Design scaler_engine_flat, sky130hd; sources not shown.
### Wires at chosen ports, followed through buffers

Drawn at 3 px/um.
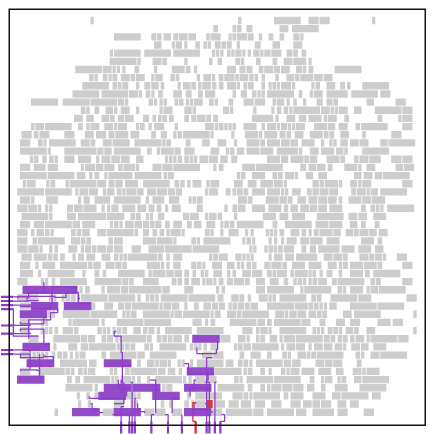
legend:
  bus_dst_addr:
    color: purple
    bits: 19
    direction: output
    edge: 11 bottom, 8 left
    end_cells: 19
    buffers: 19
    wire: 471 um
  rst:
    color: red
    bits: 1
    direction: input
    edge: bottom
    end_cells: 1
    buffers: 1
    wire: 9.60 um
port bufs: 73
IO Count: 79

### Wire density map

Drawn at 3 px/um. 28 x 28 tiles, from white (low) to dark blue (high), scaled to the fullest tile. Values are wire area over tile area, all layers added.
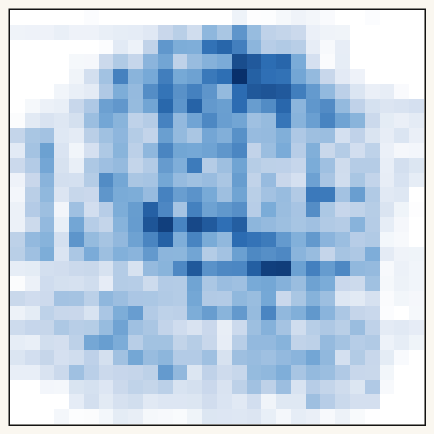
nearly empty tiles: 12%
mean over tiles: 0.24
fullest tile: 0.78
total track usage: 0.2843
DR WL/cell: 17.96 um
final wirelength: 27080 um

==> Changelog: implementation <==
### Implementation results

* Post-CTS sizing at 0
* Mapped Cells at roughly 1.2k
* Commonest Layout Cell: nand2_1
* Crit end category: flop
* Comb group at between 2 and 3 mW
* Slew at the pin closest to its max-slew limit at 1.092 ns
* Crit path max-delay family: simple AND/OR/NAND/NOR gates
* Non-clock buffer share at 0.07368
* First DRT Iteration DRCs at 1014
* Chip Area, Yosys at about 0.01 sq mm
* Worst hold margin at about 0.47 ns
* Vias in the first global route at 8708
* Synth cell types at about 80
* Fin Clk Skew at about 0.014 ns
* Fmax at ~160 MHz
* Post-route DRC at 0
* Hold buffers post-CTS at 0
* Hold Fails Final Rpt at 0
* WP data required at between 9 and 10 ns
* P_clk at a little under 0.7 mW
* RSZ-0062 raised after global routing: false
* First-pass GRT wire length at between 40000 and 50000 um
* CTS tree: yes
* Routability-driven placement congestion ratio at around 0.94
* Inverters, non-clock at around 54
* Final setup viols at 0
* Layout cells sized above 1 at 0.05551
* Worst VDD drop at about 210 uV
* OpenROAD warnings at 33
* Post-CTS Setup Bufs at 0
* Top class by area: multi-input combinational cells
* Status: finished, final reports clean
per-stage QoR:
| step | util | total power [mW] | setup WS [ns] |
|---|---|---|---|
| 2_1_floorplan | - | 2.677 | 3.379 |
| 3_3_place_gp | 0.5999 | 3.333 | 3.209 |
| 3_5_place_dp | 0.5999 | 3.382 | 3.008 |
| 4_1_cts | 0.6323 | 4.085 | 2.964 |
| 5_1_grt | 0.6323 | 4.410 | 2.446 |
| 6_report | 0.6323 | 4.110 | 2.897 |
routing by layer:
| layer | GRT usage | routed length (um) | vias up |
|---|---|---|---|
| met5 | 0 | 0 | - |
| met4 | 0.07680 | 492 | 0 |
| met3 | 0.06373 | 2532 | 39 |
| met2 | 0.4328 | 12030 | 456 |
| met1 | 0.4106 | 12020 | 4391 |
| li1 | - | - | 4430 |
No activity file was given, so power comes from the tool's default toggle rates.
